## src/rtl/halfband_pkg.sv

```systemverilog
// Shared types and derived constants for the folded halfband FIR sequencer.
// Constants are functions of the filter length so every instance derives its own.
package halfband_pkg;

    typedef enum logic [1:0] {
        S_IDLE,
        S_SHIFT,
        S_MAC,
        S_DUMP
    } hb_state_t;

    // MAC cycles per sample: nonzero coefficient pairs plus the centre tap
    function automatic int nm_of(input int len);
        return (len + 1) / 4 + 1;
    endfunction

    function automatic int ctr_of(input int len);
        return (len - 1) / 2;
    endfunction

endpackage

```

## src/rtl/halfband_tap_cnt.sv

```systemverilog
// Tap counter for the folded halfband MAC: steps over the even (nonzero)
// pairs, then jumps to the centre tap; mirror index tracks it in lockstep.
module halfband_tap_cnt
    import halfband_pkg::*;
#(
    parameter int LENGTH = 15,
    parameter int TW     = 4
) (
    input  logic          sys_clk,
    input  logic          reset,
    input  logic          clr,
    input  logic          step,
    output logic [TW-1:0] tap_idx,
    output logic [TW-1:0] tap_mir,
    output logic [TW-1:0] idx_nxt,
    output logic          last
);

    localparam logic [TW-1:0] CTR_V  = TW'(ctr_of(LENGTH));
    localparam logic [TW-1:0] PAIR_V = TW'(ctr_of(LENGTH) - 1);
    localparam logic [TW-1:0] MIR0   = TW'(LENGTH - 1);

    always_comb begin
        idx_nxt = tap_idx;
        if (clr) begin
            idx_nxt = '0;
        end else if (step) begin
            idx_nxt = (tap_idx == PAIR_V) ? CTR_V : tap_idx + TW'(2);
        end
    end

    always_ff @(posedge sys_clk) begin
        if (reset) begin
            tap_idx <= '0;
            tap_mir <= MIR0;
        end else begin
            tap_idx <= idx_nxt;
            tap_mir <= MIR0 - idx_nxt;
        end
    end

    assign last = (tap_idx == CTR_V);

endmodule

```

## src/rtl/halfband_mac_seq.sv

```systemverilog
// Control sequencer for a folded single-multiplier halfband FIR with
// optional decimate-by-2; all outputs are registered.
module halfband_mac_seq
    import halfband_pkg::*;
#(
    parameter int LENGTH = 15,
    parameter int DECIM  = 1,
    parameter int TW     = 4
) (
    input  logic          sys_clk,
    input  logic          reset,
    input  logic          sam_clk_en,
    output logic          shift_en,
    output logic          acc_clr,
    output logic          acc_en,
    output logic [TW-1:0] tap_idx,
    output logic [TW-1:0] tap_mir,
    output logic          ctr_tap,
    output logic          y_load,
    output logic          busy,
    output logic          ovf
);

    if ((LENGTH % 4 != 3) || (LENGTH < 7) ||
        !((DECIM == 1) || (DECIM == 2)) ||
        ((1 << TW) < LENGTH)) begin : g_bad_param
        $error("halfband_mac_seq: illegal LENGTH/DECIM/TW");
    end

    localparam logic [TW-1:0] CTR_V = TW'(ctr_of(LENGTH));

    hb_state_t     state, state_n;
    logic          ph;
    logic          cmp;
    logic          accept;
    logic          cnt_clr;
    logic          cnt_step;
    logic          cnt_last;
    logic [TW-1:0] idx_nxt;

    logic shift_d, clr_d, en_d, ctr_d, yld_d, busy_d;

    assign accept = sam_clk_en &&
                    ((state == S_IDLE) || (state == S_DUMP));

    halfband_tap_cnt #(
        .LENGTH (LENGTH),
        .TW     (TW)
    ) u_cnt (
        .sys_clk (sys_clk),
        .reset   (reset),
        .clr     (cnt_clr),
        .step    (cnt_step),
        .tap_idx (tap_idx),
        .tap_mir (tap_mir),
        .idx_nxt (idx_nxt),
        .last    (cnt_last)
    );

    always_ff @(posedge sys_clk) begin
        if (reset) begin
            state <= S_IDLE;
        end else begin
            state <= state_n;
        end
    end

    always_comb begin
        state_n = state;
        unique case (state)
            S_IDLE:  if (accept) state_n = S_SHIFT;
            S_SHIFT: state_n = cmp ? S_MAC : S_IDLE;
            S_MAC:   if (cnt_last) state_n = S_DUMP;
            S_DUMP:  state_n = accept ? S_SHIFT : S_IDLE;
            default: state_n = S_IDLE;
        endcase
    end

    assign cnt_clr  = (state_n != S_MAC);
    assign cnt_step = (state == S_MAC);

    // Decode from the next state so the pulses land registered in that state
    always_comb begin
        shift_d = (state_n == S_SHIFT);
        en_d    = (state_n == S_MAC);
        clr_d   = (state_n == S_MAC) && (state != S_MAC);
        ctr_d   = (state_n == S_MAC) && (idx_nxt == CTR_V);
        yld_d   = (state_n == S_DUMP);
        busy_d  = (state_n != S_IDLE);
    end

    always_ff @(posedge sys_clk) begin
        if (reset) begin
            shift_en <= 1'b0;
            acc_clr  <= 1'b0;
            acc_en   <= 1'b0;
            ctr_tap  <= 1'b0;
            y_load   <= 1'b0;
            busy     <= 1'b0;
        end else begin
            shift_en <= shift_d;
            acc_clr  <= clr_d;
            acc_en   <= en_d;
            ctr_tap  <= ctr_d;
            y_load   <= yld_d;
            busy     <= busy_d;
        end
    end

    always_ff @(posedge sys_clk) begin
        if (reset) begin
            ph  <= 1'b0;
            cmp <= 1'b0;
            ovf <= 1'b0;
        end else begin
            if (accept) begin
                cmp <= (DECIM == 1) || !ph;
                if (DECIM == 2) ph <= !ph;
            end
            if (sam_clk_en && ((state == S_SHIFT) || (state == S_MAC)))
                ovf <= 1'b1;
        end
    end

endmodule

```

## config.mk

```make
export PLATFORM = sky130hd
export DESIGN_NAME = halfband_mac_seq
export DESIGN_NICKNAME = d
export VERILOG_FILES = /design/src/rtl/halfband_pkg.sv /design/src/rtl/halfband_tap_cnt.sv /design/src/rtl/halfband_mac_seq.sv
export SDC_FILE = /design/constraint.sdc
export NUM_CORES = 1
export LEC_CHECK = 0
export ABC_CLOCK_PERIOD_IN_PS = 4610
export CORE_MARGIN = 4
export CORE_UTILIZATION = 51
export DETAILED_ROUTE_END_ITERATION = 12
export HOLD_SLACK_MARGIN = 0.1
export PLACE_DENSITY_LB_ADDON = 0.3
export SLEW_MARGIN = 25
export SYNTH_ARGS = -nofsm -noshare
export SYNTH_HDL_FRONTEND = slang
export SYNTH_SLANG_ARGS = --single-unit
```

## constraint.sdc

```tcl
create_clock -name sys_clk -period 4.61 [get_ports sys_clk]
set_clock_uncertainty 0.15 [all_clocks]
set_input_delay 0.922 -clock sys_clk [delete_from_list [all_inputs] [get_ports sys_clk]]
set_output_delay 0.922 -clock sys_clk [all_outputs]
set_load 0.02 [all_outputs]
```

run_1/flops_by_reg.png
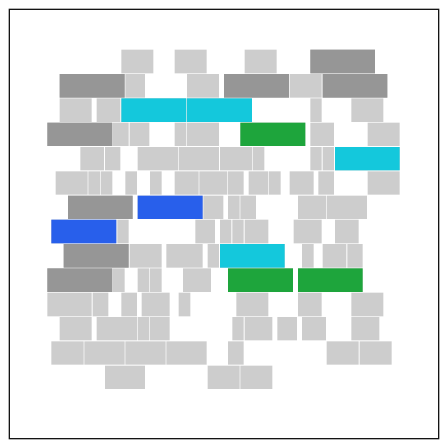
- green: u_cnt.tap_idx (placed flops 3)
- blue: state (placed flops 2)
- cyan: u_cnt.tap_mir (placed flops 4)
Seq area share: 0.339
sequential power: 155 uW
post-layout utilization of the core: 0.666
total area of sequential cells: 340 sq um

run_1/layer_met3.png
The bar under the picture is 10 um long.
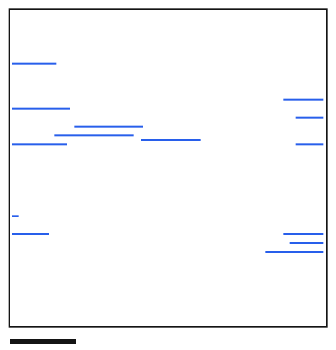
- longest straight run: 11.7 um
- share of all routed wire: 6.4%
- nets with wire on the layer: 12
vias: 638
Total Wirelength: 1.45 mm

==> flow_summary_export.csv, run 1 <==
group,metric,value,unit
worst_hold_path,hold_start,"cmp",
worst_setup_path,startpoint,"sam_clk_en",
layout,layout_top_registers,"u_cnt.tap_mir x4, u_cnt.tap_idx x3, state x2",
global_routing,antenna_found_initial,0,
final_timing,timing_hold_violations_final,0,
routing,detail_route.drc_violations,0,
logic_synthesis,synth_dominant_cell_count,"sky130_fd_sc_hd__dfxtp_1",
final_timing,max_freq,376,MHz
layout,final_antenna_diode_count,0,
worst_hold_path,worst_hold_path.endpoint,"cmp",
layout,registers.top_by_ff_count,"u_cnt.tap_mir",
pwr,power_leakage,0.397,nW
worst_setup_path,worst_path_max_delay_cell,"sky130_fd_sc_hd__nor4_1",
floorplan,placementRows,14,
logic_synthesis,post_synth_main_logic_family,"simple AND/OR/NAND/NOR gates",
floorplan,die_area,0.00230,sq mm
cts,cts_root_buffer,"sky130_fd_sc_hd__clkbuf_4",
layout,biggestCellCategory,"logic gates",
placement,estimated_wirelength_of_the_detail_placed_design,1.09,mm
cts,number_of_buffers_added_to_fix_hold_violations_after_cts,0,
worst_setup_path,reg2reg_end,"u_cnt.tap_mir[2]",
worst_setup_path,cp_cell_sequence,"clkdlybuf4s50_1 -> nor2b_4 -> o22a_2 -> nor4_1 -> ha_1 -> nor2b_1 -> mux2i_1",
final_timing,final_critical_path_required_period,2.66,ns
logic_synthesis,ys_sh_aoi,0.122,
logic_synthesis,largest_area_cell,"sky130_fd_sc_hd__dfxtp_1",
floorplan,core,0.00151,sq mm
global_routing,grt_pass1_vias,585,
worst_setup_path,cp-start-kind,"input pin",
worst_setup_path,critical_path_class,"input pin to flop",
pwr,cellPowerDensity,267,mW/mm^2
logic_synthesis,yosysUniqueCellTypes,33,
layout,post_route_cells_drive_above_1_share,0.0777,
layout,largest_register_ffs,4,
logic_synthesis,simple_gate_area_share,0.269,
cts,tritoncts_buffers,3,
floorplan,chipWidth,47.9,um
logic_synthesis,synthArstFlopShare,0,
pwr,design_power_total,268,uW
global_routing,global_route.overflow_total,0,
worst_setup_path,critPathMaxStageDelay,0.44,ns
logic_synthesis,ff_type,"sky130_fd_sc_hd__dfxtp_1",
worst_setup_path,timing.critical_path.max_delay_family,"simple AND/OR/NAND/NOR gates",
cts,cts_tree,"yes",
logic_synthesis,ys_chip_area,813,sq um
logic_synthesis,postSynthCellCount,86,
worst_hold_path,holdCritPathClass,"flop to flop",
logic_synthesis,syn_area_per_cell,9.46,sq um
logic_synthesis,synth_nets,97,
worst_setup_path,number_of_cells_on_the_critical_path,7,
logic_synthesis,synth.area.mux_share,0.0123,
logic_synthesis,yosys.area_share.xor_xnor,0,
layout,comb_area_share,0.426,
final_timing,setup-tns-final,0,ns
layout,logic_gates,60,
routing,drt_iter0_drcs,3,
worst_setup_path,worstPathBufferInverterCount,1,
final_timing,finalSetupViolCount,0,
layout,fillCellCount,135,
worst_hold_path,holdPathStages,2,
pwr,vdd.ir_drop.worst,0.191,mV
routing,drt_pre_antenna_iters,4,
placement,port_buffer_count,17,
layout,nNetsFinal,115,
routing,postRouteAntennaNets,0,
layout,nonClkBufAreaFrac,0.170,
worst_setup_path,path_max_fanout,9,
final_timing,unrepaired_setup_endpoints_after_global_routing,"false",
worst_setup_path,ff2ff_path_depth,8,
outcome,run_status,"finished, final reports clean",
worst_setup_path,rrSetupSlack,2.21,ns
layout,clock_tree_area_fraction,0.0262,
logic_synthesis,synth_flops,17,
floorplan,number_of_well_tap_cells_placed,16,
layout,area_added_between_synthesis_and_finish,23.4,%
final_timing,worstMarginPinSlew,0.490,ns
logic_synthesis,yosys_cells,86,
routing,vias_per_cell,5.36,
logic_synthesis,netlist.area_leader.share,0.418,
logic_synthesis,yosysWarnings,0,
cts,postCtsResizedCells,0,
placement,finalWeightedCongestion,0.799,
logic_synthesis,netlist_top_cells_area,"sky130_fd_sc_hd__dfxtp_1 42%, sky130_fd_sc_hd__ha_1 12%, sky130_fd_sc_hd__nor2_1 6.5%",
worst_setup_path,cp_data_arrival_time,2.67,ns
logic_synthesis,ys_seq_share,0.418,
layout,n_all_inverters,5,
worst_setup_path,timing.rr.start,"state[0]",
final_timing,post-route-period-util,0.576,
logic_synthesis,adder_share,0.123,
cts,numClockSinks,17,
worst_setup_path,critical_path_data_required_time,4.62,ns
cts,clock_path_buffers,2,
run,max_cap_viol_count,0,
cts,clk_transition_reported_paths,0.08,ns
final_timing,maxSlewHeadroom,0.665,
cts,max_h_tree_level,1,
logic_synthesis,mapped_cell_area,813,sq um
worst_setup_path,timing.critical_path.to,"u_cnt.tap_mir[2]",
final_timing,slew_violations,0,
logic_synthesis,edf_count,0,
global_routing,grt_pass1_wl,2.50,mm
layout,layout.clock_buffers,4,
global_routing,grt_max_degree,13,
cts,worstSkewPairLatency,0.28,ns
run,warnings,31,
cts,number_of_buffers_inserted_by_post_cts_setup_repair,0,
layout,comb_area,428,sq um
floorplan,y_dimension_of_the_die,47.9,um
layout,buffers,17,
layout,seq_cells,17,
floorplan,boundaryPins,18,
floorplan,fp_util,0.540,
logic_synthesis,most_frequent_cells_after_synthesis,"17 x sky130_fd_sc_hd__dfxtp_1, 14 x sky130_fd_sc_hd__nor2_1, 8 x sky130_fd_sc_hd__ha_1, 4 x sky130_fd_sc_hd__a21oi_1, 4 x sky130_fd_sc_hd__inv_1",
worst_setup_path,crit_path_end_kind,"flop",
run_1/wires.png
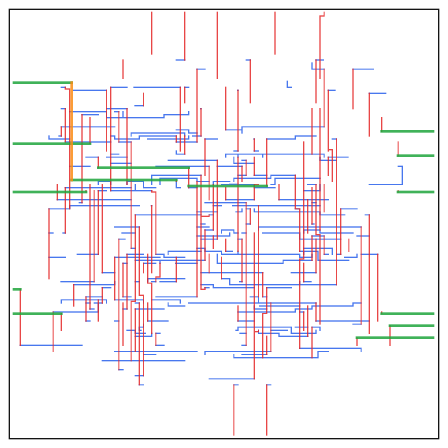
- red: metal 2 (wire length 706 um)
- orange: metal 4 (wire length 10.9 um)
- green: metal 3 (wire length 92.2 um)
- blue: metal 1 (wire length 640 um)
Total GRT Usage: 0.154
routed length per instance: 12.2 um

[run 1: layout by cell type (no fill, tap or decap), types with 2 or more instances in the layout]
master	count
sky130_fd_sc_hd__a21boi_0	2
sky130_fd_sc_hd__a21oi_1	4
sky130_fd_sc_hd__and3b_1	3
sky130_fd_sc_hd__clkbuf_4	3
sky130_fd_sc_hd__clkdlybuf4s50_1	17
sky130_fd_sc_hd__dfxtp_1	17
sky130_fd_sc_hd__ha_1	8
sky130_fd_sc_hd__inv_1	4
sky130_fd_sc_hd__nand2_1	2
sky130_fd_sc_hd__nor2_1	14
sky130_fd_sc_hd__nor2b_1	2
sky130_fd_sc_hd__nor3b_1	3
sky130_fd_sc_hd__nor4_1	2
sky130_fd_sc_hd__o21ai_0	3
[run 1: metal layers]
layer	vias up	GRT usage	part of all wire
li1	330	-	-
met1	291	0.179	0.44
met2	15	0.272	0.49
met3	2	0.0639	0.064
met4	0	0.0161	0.0069
met5	-	0	0
[run 1: stage by stage]
| step | hold WS, ns | std cells | area (sq um) | worst slack (ns) |
|---|---|---|---|---|
| floorplan | 0.291 | 86 | 813 | 2.26 |
| global route | 0.405 | 119 | 1000 | 1.85 |
| finish | 0.358 | 119 | 1000 | 1.95 |
| CTS | 0.362 | 119 | 1000 | 1.98 |
| global placement | 0.309 | 115 | 977 | 1.75 |
| detailed placement | 0.341 | 115 | 977 | 1.67 |
[run 1: tightest hold or removal path, stage by stage (launching register included)]
cell and delay [ns]:
sky130_fd_sc_hd__dfxtp_1 0.34, sky130_fd_sc_hd__nor2_1 0.05, sky130_fd_sc_hd__nor2_1 0.09
[run 1: power breakdown]
group          leakage, nW  internal, mW  switching [mW]
logic                0.244        0.0160          0.0210
clock network       0.0150        0.0336          0.0421
registers            0.138         0.152         0.00288
==> run 1 -> run 2 <==
Settings changed: ABC_CLOCK_PERIOD_IN_PS 4610 to 2540, CORE_UTILIZATION 51 to 48.
Clock period 4.61 ns to 2.54 ns, I/O delays scaled along.
run_2/clk_routes.png
The bar under the picture is 10 um long.
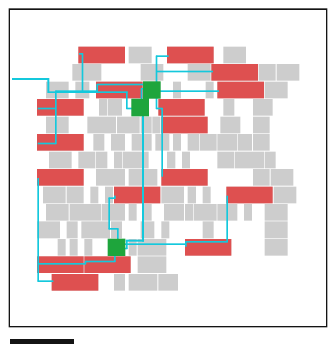
- green: clock drivers (count 3)
- cyan: clock wires (length 200 um)
- red: flip-flops (count 17)
- routed clock nets: 4
clock insertion delay at the later pin of the skew report: 0.29 ns
clk pwr: 144 uW

==> flow_summary_export.csv, run 2 <==
group,metric,value,unit
layout,post_route_cells_drive_above_1_share,0.106,
logic_synthesis,netlist_top_cells_area,"sky130_fd_sc_hd__dfxtp_1 42%, sky130_fd_sc_hd__ha_1 12%, sky130_fd_sc_hd__nor2_1 6.5%",
worst_setup_path,critPathMaxStageDelay,0.40,ns
global_routing,grtUsageMet2,0.241,
floorplan,boundaryPins,18,
logic_synthesis,most_frequent_cells_after_synthesis,"17 x sky130_fd_sc_hd__dfxtp_1, 14 x sky130_fd_sc_hd__nor2_1, 8 x sky130_fd_sc_hd__ha_1, 4 x sky130_fd_sc_hd__a21oi_1, 4 x sky130_fd_sc_hd__inv_1",
layout,fillCellCount,123,
outcome,run_status,"finished, final reports clean",
cts,clk_transition_reported_paths,0.10,ns
logic_synthesis,ys_sh_aoi,0.122,
run,warnings,31,
logic_synthesis,yosys.area_share.xor_xnor,0,
global_routing,globalRoute.busiestLayer,"met2",
floorplan,die_area,0.00242,sq mm
placement,place_worst_setup_slack,-0.00103,ns
run,max_cap_viol_count,0,
logic_synthesis,yosys_cells,86,
worst_setup_path,path_max_fanout,12,
placement,placement.cell_area,985,sq um
global_routing,global_route.overflow_total,0,
placement,dp.cells,116,
final_timing,maxSlewHeadroom,0.669,
routing,drt_iter0_drcs,10,
layout,post_layout_instance_count_excluding_filler_cells,120,
logic_synthesis,simple_gate_area_share,0.269,
pwr,power_leakage,0.405,nW
logic_synthesis,yosysUniqueCellTypes,33,
logic_synthesis,largest_area_cell,"sky130_fd_sc_hd__dfxtp_1",
cts,number_of_buffers_inserted_by_post_cts_setup_repair,0,
final_timing,fin_worst_setup_slack,0.168,ns
logic_synthesis,yosysWarnings,0,
logic_synthesis,synth_dominant_cell_count,"sky130_fd_sc_hd__dfxtp_1",
logic_synthesis,ys_chip_area,813,sq um
worst_hold_path,holdPathStages,2,
logic_synthesis,edf_count,0,
floorplan,chipWidth,49.2,um
final_timing,post-route-period-util,0.934,
cts,max_h_tree_level,1,
layout,final_layout_top_logic_cells,"17 x sky130_fd_sc_hd__dfxtp_1, 17 x sky130_fd_sc_hd__clkdlybuf4s50_1, 14 x sky130_fd_sc_hd__nor2_1",
worst_hold_path,holdCritPathClass,"flop to flop",
placement,estimated_wirelength_of_the_detail_placed_design,1.10,mm
floorplan,fp_util,0.522,
cts,cts_root_buffer,"sky130_fd_sc_hd__clkbuf_4",
worst_setup_path,worst_path_max_delay_cell,"sky130_fd_sc_hd__nor4_1",
logic_synthesis,mapped_cell_area,813,sq um
logic_synthesis,ff_type,"sky130_fd_sc_hd__dfxtp_1",
worst_setup_path,worstPathBufferInverterCount,1,
logic_synthesis,adder_share,0.123,
layout,largest_register_ffs,4,
logic_synthesis,synth_flops,17,
final_timing,final_critical_path_required_period,2.37,ns
final_timing,slew_violations,0,
routing,vias_per_cell,5.35,
logic_synthesis,synth_nets,97,
cts,number_of_buffers_added_to_fix_hold_violations_after_cts,0,
final_timing,worst_hold_slack,0.340,ns
worst_setup_path,reg2reg_end,"u_cnt.tap_mir[2]",
pwr,cellPowerDensity,486,mW/mm^2
layout,layout_top_registers,"u_cnt.tap_mir x4, u_cnt.tap_idx x3, state x2",
layout,final_antenna_diode_count,0,
worst_setup_path,crit_path_end_kind,"flop",
routing,postRouteAntennaNets,0,
global_routing,grt_use_met3,0.0306,
pwr,vdd.ir_drop.worst,0.436,mV
worst_setup_path,cp_data_arrival_time,2.39,ns
worst_setup_path,critical_path_data_required_time,2.56,ns
worst_setup_path,cp-start-kind,"flop",
floorplan,core,0.00156,sq mm
placement,port_buffer_count,17,
layout,postLayoutCellArea,0.00102,sq mm
final_timing,unrepaired_setup_endpoints_after_global_routing,"false",
worst_hold_path,hold_start,"cmp",
global_routing,grt_max_degree,13,
floorplan,placementRows,14,
worst_hold_path,worst_hold_path.endpoint,"cmp",
logic_synthesis,netlist.area_leader.share,0.418,
worst_setup_path,rrSetupSlack,0.17,ns
final_timing,finalSetupViolCount,0,
final_timing,setup-tns-final,0,ns
layout,nNetsFinal,116,
logic_synthesis,syn_area_per_cell,9.46,sq um
layout,registers.top_by_ff_count,"u_cnt.tap_mir",
worst_setup_path,timing.rr.start,"state[0]",
final_timing,max_freq,422,MHz
final_timing,worstMarginPinSlew,0.483,ns
routing,detail_route.drc_violations,0,
run_2/wires.png
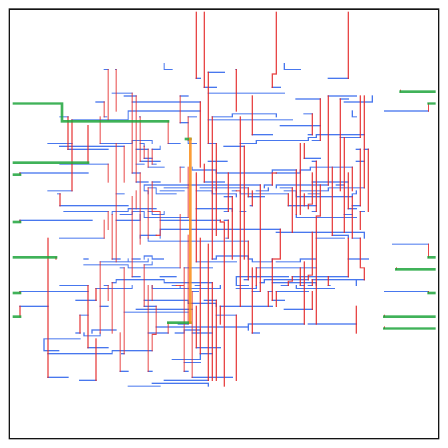
- green: metal 3 (wire length 60.5 um)
- red: metal 2 (wire length 711 um)
- orange: metal 4 (wire length 21.1 um)
- blue: metal 1 (wire length 697 um)
vias: 642
routed length per instance: 12.4 um
Total Wirelength: 1.49 mm
Total GRT Usage: 0.136

[run 2: where the power goes]
part           switching [mW]  total (mW)  internal [mW]  leakage (nW)
Combinational          0.0389      0.0692         0.0303         0.249
Sequential            0.00493       0.282          0.277         0.138
Clock                  0.0853       0.144         0.0586        0.0177
[run 2: repair_timing]
item	4_1_cts	5_1_grt
setup endpoints to repair	0	2
gates resized	0	1
hold endpoints to repair	0	0
[run 2: worst min-delay path: stages, from the launching register on]
cell,delay [ns]
sky130_fd_sc_hd__dfxtp_1,0.34
sky130_fd_sc_hd__nor2_1,0.05
sky130_fd_sc_hd__nor2_1,0.07
[run 2: metal layers]
layer | share of wire | up-vias
met2 | 0.48 | 16
met3 | 0.040 | 2
li1 | - | 338
met4 | 0.014 | 0
met1 | 0.47 | 286
met5 | 0 | -
[run 2: layout make-up]
class	instances	area, sq um	share of cell area
multi-input cells	60	434	0.426
clock inverters	1	5.00	0.00491
well taps	16	20.0	0.0197
repair buffers	18	178	0.174
clock buffers	3	22.5	0.0221
flip-flops and latches	17	340	0.334
inverters	5	18.8	0.0184
[run 2: worst max path at each step]
| stage | slack (ns) | to | cells past startpoint | from |
|---|---|---|---|---|
| final | 0.17 | u_cnt.tap_mir[2] | 8 | state[0] |
| after global routing | 0.009 | ctr_tap | 8 | state[0] |
| after CTS | 0.14 | u_cnt.tap_mir[2] | 8 | state[0] |
| after detailed placement | -0.001 | u_cnt.tap_mir[2] | 7 | sam_clk_en |
| after global placement | 0.10 | u_cnt.tap_mir[2] | 7 | sam_clk_en |
| after floorplan | 0.42 | u_cnt.tap_mir[2] | 8 | state[1] |
Power is estimated from default activity; no workload was simulated.
